`config.mk`:
```
export PLATFORM = sky130hd
export DESIGN_NAME = pipeline_hazard_ctrl
export DESIGN_NICKNAME = d
export VERILOG_FILES = /design/src/rtl/pipeline_hazard_ctrl.sv
export SDC_FILE = /design/constraint.sdc
export NUM_CORES = 1
export LEC_CHECK = 0
export ABC_CLOCK_PERIOD_IN_PS = 5850
export CAP_MARGIN = 40
export CORE_MARGIN = 5
export CORE_UTILIZATION = 40
export CTS_BUF_LIST = sky130_fd_sc_hd__clkbuf_2
export DETAILED_ROUTE_END_ITERATION = 10
export DONT_BUFFER_PORTS = 1
export PLACE_DENSITY = 0.53
export SYNTH_ARGS = -nofsm -noshare
export SYNTH_HDL_FRONTEND = slang
export SYNTH_SLANG_ARGS = --single-unit
```
`constraint.sdc`:
```
create_clock -name clk -period 5.85 [get_ports clk]
set_input_delay 0.8775 -clock clk [delete_from_list [all_inputs] [get_ports clk]]
set_output_delay 0.8775 -clock clk [all_outputs]
set_load 0.03 [all_outputs]
```
`src/rtl/pipeline_hazard_ctrl.sv`:
```
// ---------------------------------------------------------------------------
// pipeline_hazard_ctrl
//
// Hazard and forwarding controller for an in-order RISC-V pipeline. It keeps
// a small scoreboard of the destination registers in flight in the NSTAGE
// stages after decode (0 = EX, 1 = MEM, 2 = WB). It uses that scoreboard to
// generate:
//   - load-use stalls,
//   - per-operand forwarding selects,
//   - a WB->ID bypass,
//   - control-hazard flushes,
//   - saturating stall/flush event counters.
//
// Ports
//   clk, rst              clock, asynchronous active-low reset
//   ext_stall             freeze the whole pipeline (e.g. slow memory)
//   id_*                  decoded fields of the instruction sitting in ID
//   redirect_req/_target  taken branch / jump resolved in stage BR_STAGE
//   stall_if              hold PC and IF/ID
//   bubble_idex           load a NOP into ID/EX
//   flush_ifid            clear IF/ID
//   kill_mask             bit k clears the control signals of stage k
//   pc_redirect_valid/pc_redirect  PC redirect request
//   fwd_sel_a/b           registered forward selects, valid while consumer is in EX
//                         (0 = ID/EX operand, k = output of pipeline register k)
//   wb_bypass_a/b         ID must take WriteData_WB for that operand
//   stall_cnt, flush_cnt  saturating event counters
// ---------------------------------------------------------------------------
module pipeline_hazard_ctrl #(
  parameter int ADDR_WIDTH = 5,
  parameter int NSTAGE     = 3,
  parameter int BR_STAGE   = 0,
  parameter int SELW       = $clog2(NSTAGE + 1),
  parameter int CNT_WIDTH  = 16
) (
  input  logic                  clk,
  input  logic                  rst,
  input  logic                  ext_stall,
  input  logic                  id_valid,
  input  logic [ADDR_WIDTH-1:0] id_rs1,
  input  logic [ADDR_WIDTH-1:0] id_rs2,
  input  logic                  id_use_rs1,
  input  logic                  id_use_rs2,
  input  logic [ADDR_WIDTH-1:0] id_rd,
  input  logic                  id_regwrite,
  input  logic                  id_is_load,
  input  logic                  redirect_req,
  input  logic [31:0]           redirect_target,
  output logic                  stall_if,
  output logic                  bubble_idex,
  output logic                  flush_ifid,
  output logic [NSTAGE-1:0]     kill_mask,
  output logic                  pc_redirect_valid,
  output logic [31:0]           pc_redirect,
  output logic [SELW-1:0]       fwd_sel_a,
  output logic [SELW-1:0]       fwd_sel_b,
  output logic                  wb_bypass_a,
  output logic                  wb_bypass_b,
  output logic [CNT_WIDTH-1:0]  stall_cnt,
  output logic [CNT_WIDTH-1:0]  flush_cnt
);

  // Pipeline register whose output first carries the result.
  localparam logic [SELW-1:0] RDY_ALU  = SELW'(1);
  localparam logic [SELW-1:0] RDY_LOAD = SELW'(2);

  // Entries younger than the branch stage belong to the wrong path.
  localparam logic [NSTAGE-1:0] KILL_BITS = NSTAGE'((64'd1 << BR_STAGE) - 64'd1);

  // Scoreboard: entry k describes the producer currently in stage k.
  logic [NSTAGE-1:0]                 sb_valid_r, sb_valid_n;
  logic [NSTAGE-1:0][ADDR_WIDTH-1:0] sb_rd_r, sb_rd_n;
  logic [NSTAGE-1:0][SELW-1:0]       sb_rdy_r, sb_rdy_n;

  logic [SELW-1:0]      fwd_a_r, fwd_b_r, fwd_a_n, fwd_b_n;
  logic [CNT_WIDTH-1:0] stall_cnt_r, flush_cnt_r, stall_cnt_n, flush_cnt_n;

  logic            haz_a_s, haz_b_s, byp_a_s, byp_b_s;
  logic [SELW-1:0] fwd_a_s, fwd_b_s;
  logic            stall_s, redirect_s;

  // Classify one operand against the scoreboard; returns {hazard, wb_bypass, fwd_sel}.
  // Scanning from the oldest entry down lets the youngest match overwrite older ones.
  function automatic logic [SELW+1:0] eval_operand(
    input logic                             use_op,
    input logic [ADDR_WIDTH-1:0]            rs,
    input logic [NSTAGE-1:0]                vld,
    input logic [NSTAGE-1:0][ADDR_WIDTH-1:0] rd,
    input logic [NSTAGE-1:0][SELW-1:0]      rdy
  );
    logic            hit;
    int              idx;
    logic [SELW-1:0] hit_rdy;
    hit     = 1'b0;
    idx     = 0;
    hit_rdy = '0;
    for (int k = NSTAGE - 1; k >= 0; k--) begin
      if (use_op && vld[k] && (rs != '0) && (rs == rd[k])) begin
        hit     = 1'b1;
        idx     = k;
        hit_rdy = rdy[k];
      end else begin
        hit = hit;
      end
    end
    if (!hit) begin
      eval_operand = '0;
    end else if (idx == NSTAGE - 1) begin
      // Producer is writing back this cycle: the register file read is stale.
      eval_operand = {1'b0, 1'b1, {SELW{1'b0}}};
    end else if ((idx + 1) < int'(hit_rdy)) begin
      // Result not yet out of its pipeline register when the consumer hits EX.
      eval_operand = {1'b1, 1'b0, {SELW{1'b0}}};
    end else begin
      eval_operand = {1'b0, 1'b0, SELW'(idx + 1)};
    end
  endfunction

  // Operand dependency classification for both source registers.
  always_comb begin
    {haz_a_s, byp_a_s, fwd_a_s} = eval_operand(id_use_rs1, id_rs1, sb_valid_r, sb_rd_r, sb_rdy_r);
    {haz_b_s, byp_b_s, fwd_b_s} = eval_operand(id_use_rs2, id_rs2, sb_valid_r, sb_rd_r, sb_rdy_r);
  end

  // A redirect overrides a stall, and ext_stall suppresses both.
  assign redirect_s = redirect_req & ~ext_stall;
  assign stall_s    = id_valid & (haz_a_s | haz_b_s) & ~redirect_req & ~ext_stall;

  // Scoreboard shift with wrong-path invalidation and entry-0 load from ID.
  always_comb begin
    sb_valid_n = sb_valid_r;
    sb_rd_n    = sb_rd_r;
    sb_rdy_n   = sb_rdy_r;
    if (!ext_stall) begin
      for (int k = NSTAGE - 1; k >= 1; k--) begin
        sb_valid_n[k] = sb_valid_r[k-1] & ~(redirect_s & KILL_BITS[k-1]);
        sb_rd_n[k]    = sb_rd_r[k-1];
        sb_rdy_n[k]   = sb_rdy_r[k-1];
      end
      sb_valid_n[0] = id_valid & id_regwrite & (id_rd != '0) & ~stall_s & ~redirect_s;
      sb_rd_n[0]    = id_rd;
      sb_rdy_n[0]   = id_is_load ? RDY_LOAD : RDY_ALU;
    end else begin
      sb_valid_n = sb_valid_r;
    end
  end

  // Forward-select and saturating counter next values.
  always_comb begin
    fwd_a_n     = fwd_a_r;
    fwd_b_n     = fwd_b_r;
    stall_cnt_n = stall_cnt_r;
    flush_cnt_n = flush_cnt_r;
    if (ext_stall) begin
      fwd_a_n = fwd_a_r;
      fwd_b_n = fwd_b_r;
    end else if (stall_s) begin
      // The bubble entering EX must not pick up a forwarded value.
      fwd_a_n = '0;
      fwd_b_n = '0;
    end else begin
      fwd_a_n = fwd_a_s;
      fwd_b_n = fwd_b_s;
    end
    if (stall_s && (stall_cnt_r != '1)) begin
      stall_cnt_n = stall_cnt_r + CNT_WIDTH'(1);
    end else begin
      stall_cnt_n = stall_cnt_r;
    end
    if (redirect_s && (flush_cnt_r != '1)) begin
      flush_cnt_n = flush_cnt_r + CNT_WIDTH'(1);
    end else begin
      flush_cnt_n = flush_cnt_r;
    end
  end

  // State registers with asynchronous clear.
  always_ff @(posedge clk or negedge rst) begin
    if (!rst) begin
      sb_valid_r  <= '0;
      sb_rd_r     <= '0;
      sb_rdy_r    <= '0;
      fwd_a_r     <= '0;
      fwd_b_r     <= '0;
      stall_cnt_r <= '0;
      flush_cnt_r <= '0;
    end else begin
      sb_valid_r  <= sb_valid_n;
      sb_rd_r     <= sb_rd_n;
      sb_rdy_r    <= sb_rdy_n;
      fwd_a_r     <= fwd_a_n;
      fwd_b_r     <= fwd_b_n;
      stall_cnt_r <= stall_cnt_n;
      flush_cnt_r <= flush_cnt_n;
    end
  end

  // Combinational control outputs, forced quiet while reset is asserted.
  always_comb begin
    stall_if          = 1'b0;
    bubble_idex       = 1'b0;
    flush_ifid        = 1'b0;
    kill_mask         = '0;
    pc_redirect_valid = 1'b0;
    pc_redirect       = 32'h0000_0000;
    wb_bypass_a       = 1'b0;
    wb_bypass_b       = 1'b0;
    if (rst) begin
      stall_if          = ext_stall | stall_s;
      bubble_idex       = stall_s | redirect_s;
      flush_ifid        = redirect_s;
      pc_redirect_valid = redirect_s;
      wb_bypass_a       = byp_a_s & ~ext_stall;
      wb_bypass_b       = byp_b_s & ~ext_stall;
      if (redirect_s) begin
        kill_mask   = KILL_BITS;
        pc_redirect = redirect_target;
      end else begin
        kill_mask   = '0;
        pc_redirect = 32'h0000_0000;
      end
    end else begin
      stall_if = 1'b0;
    end
  end

  assign fwd_sel_a = fwd_a_r;
  assign fwd_sel_b = fwd_b_r;
  assign stall_cnt = stall_cnt_r;
  assign flush_cnt = flush_cnt_r;

endmodule

```
Figure 1. Placed cells, one color a class.
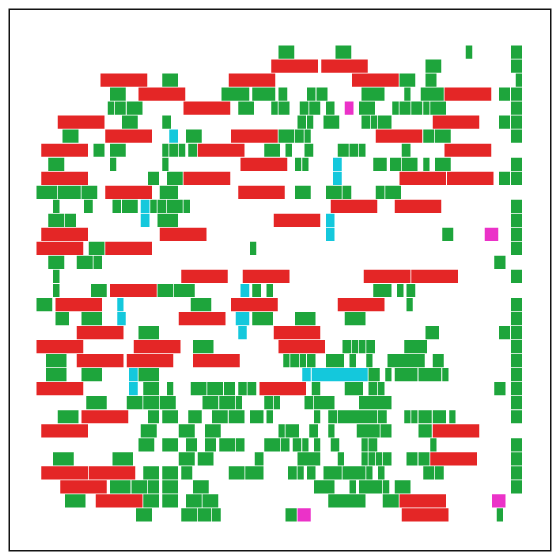
Key: red = registers [cells 59]; green = remaining logic cells [cells 289]; magenta = remaining buffers and delay cells [cells 4]; cyan = clock drivers and dummy loads [cells 16]

Figure 2. Routing congestion map.
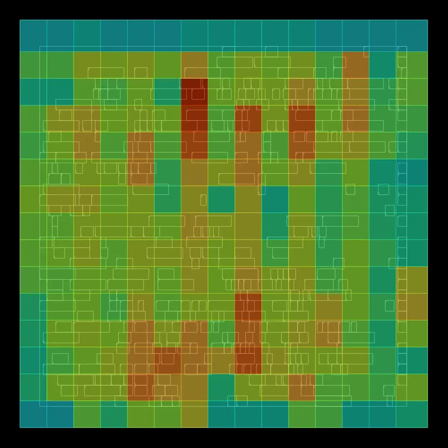
most heavily used metal layer in global routing: met2
met1 GRT Util: 20.70%

Figure 3. Sequential cells colored by netlist name.
Scale bar: 20 um.
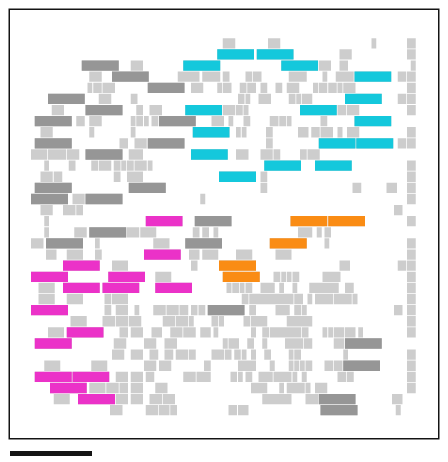
Key: orange = `sb_rdy_r` [sequential cells 5]; magenta = `sb_rd_r` [sequential cells 15]; cyan = `stall_cnt` [sequential cells 16]
Another 23 sequential cells are not colored.

Figure 4. Metal layers overlaid.
Scale bar: 20 um.
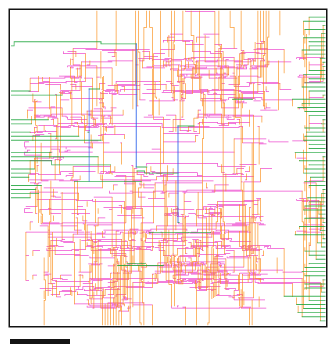
Key: magenta = M1 [wire length 3760 um]; blue = M4 [wire length 103 um]; orange = M2 [wire length 4120 um]; green = M3 [wire length 767 um]
via count: 2593
Total Routed Length: 8750 um

Figure 5. Wiring heat map.
Scale bar: 20 um. 21 x 21 tiles, from dark blue (low) to red (high), scaled to the fullest tile. Values are wire area over tile area, all layers added.
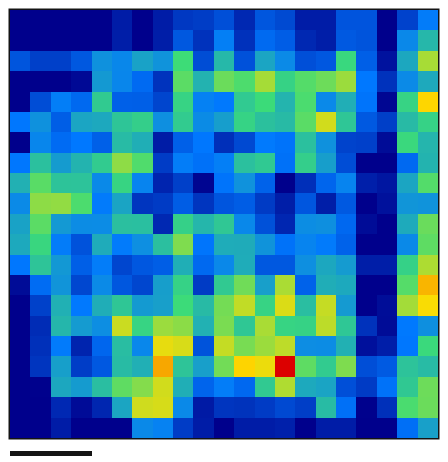
14% of the tiles are over half the peak. The densest ninth of the die: bottom center. The fullest tile reaches 0.46.
GRT Total Usage: 16.00%
detailed-route wire length per cell: 18.38 um

==> notes.md <==
The full implementation flow was run.

The run finished with clean final reports. The number of cells in Yosys stat stands at between 300 and 400. The finished design was reported to have a net count of 429.

The final number of hold-violating endpoints stands at 0. The tap cell count stands at approximately 110. The critical path ends at bubble_idex. Setup repair after global routing left no endpoint under its margin. The share of the core filled with cells stands at 43.52%. The class occupying the most area after layout is reported as combinational gates. Of the total synthesized cell area, the portion taken by AND-OR and OR-AND cells is 5.718%. The number of hold-repair buffers added at the cts stage stands at 0. The number of antenna violations at the first check in global routing is 0. The largest net degree at the start of global routing stands at 63. The floorplan core area stands at 0.008721 mm2. The power density over the cells stands at 242.3 mW/mm2. Per the CTS log, the buffer count on the longest clock path is 2.

Looking at the cell usage after synthesis, the top flip-flop cell is sky130_fd_sc_hd__dfrtp_1. In the CTS report, the clock slew at the register clock pins of the worst setup and hold paths is listed as 190 ps. The worst slew margin relative to its limit stands at 50.85%.

The worst reg2reg path depth stands at 14. The placed wire-length estimate after detailed placement stands at 6694 um. After floorplanning, the core was divided into 34 placement rows. sky130_fd_sc_hd__dfrtp_1 takes more of the synthesized area than any other cell. The routed via count divided by cell count stands at 5.447. The finished cells cover 0.003795 mm2. 0 antenna diodes ended up in the layout.

The remaining global-route overflow stands at 0. The buffer share of cell area stands at 0.7254%. Across the routed clock network, the largest skew measured is 29.07 ps. Per the layout report, the design carries 858 filler cells.

The simple-gate share of the synthesized area stands at 23.47%. The via count of the first global-routing pass came to 2545. In this run the clock root is driven by a sky130_fd_sc_hd__clkbuf_2.

In this run the post-CTS setup repair buffer count came out at 0. The number of distinct library cells after synthesis stands at 46. Input and output buffers added on the ports amount to 0. Ranking logic cells in the layout by count gives the top entries sky130_fd_sc_hd__dfrtp_1, sky130_fd_sc_hd__xnor2_1, sky130_fd_sc_hd__and2_1, sky130_fd_sc_hd__nand2_1, sky130_fd_sc_hd__mux2_2. During synthesis, Yosys emitted a total of 0 warnings. The synthesis report lists the most area-consuming cells as sky130_fd_sc_hd__dfrtp_1, sky130_fd_sc_hd__xnor2_1, sky130_fd_sc_hd__mux2_2. Multi-input combinational cells in the finished layout were counted as 274.

The cell count after placement stands at 460. The chip area stands at 0.01097 mm2. Across the whole layout, storage elements account for 0.001476 mm2.
[layer usage]
metal  GRT usage (%)  vias to the layer above  part of all wire (%)
met2           25.84                      111                    47
li1                -                     1232                     -
met3           4.439                        8                   8.8
met4           5.479                        0                   1.2
met1           20.70                     1242                    43
met5               0                        -                     0
[report_power, final]
group          switching, mW  internal, mW
clock                  0.154        0.0970
sequential            0.0926         0.448
combinational         0.0607        0.0677
[flip-flops by register name, indices dropped and copies added (netlist names)]
name,count
flush_cnt,16
fwd_sel_a,2
fwd_sel_b,2
sb_rd_r,15
sb_rdy_r,5
sb_valid_r,3
stall_cnt,16
No activity file was given, so power comes from the tool's default toggle rates.
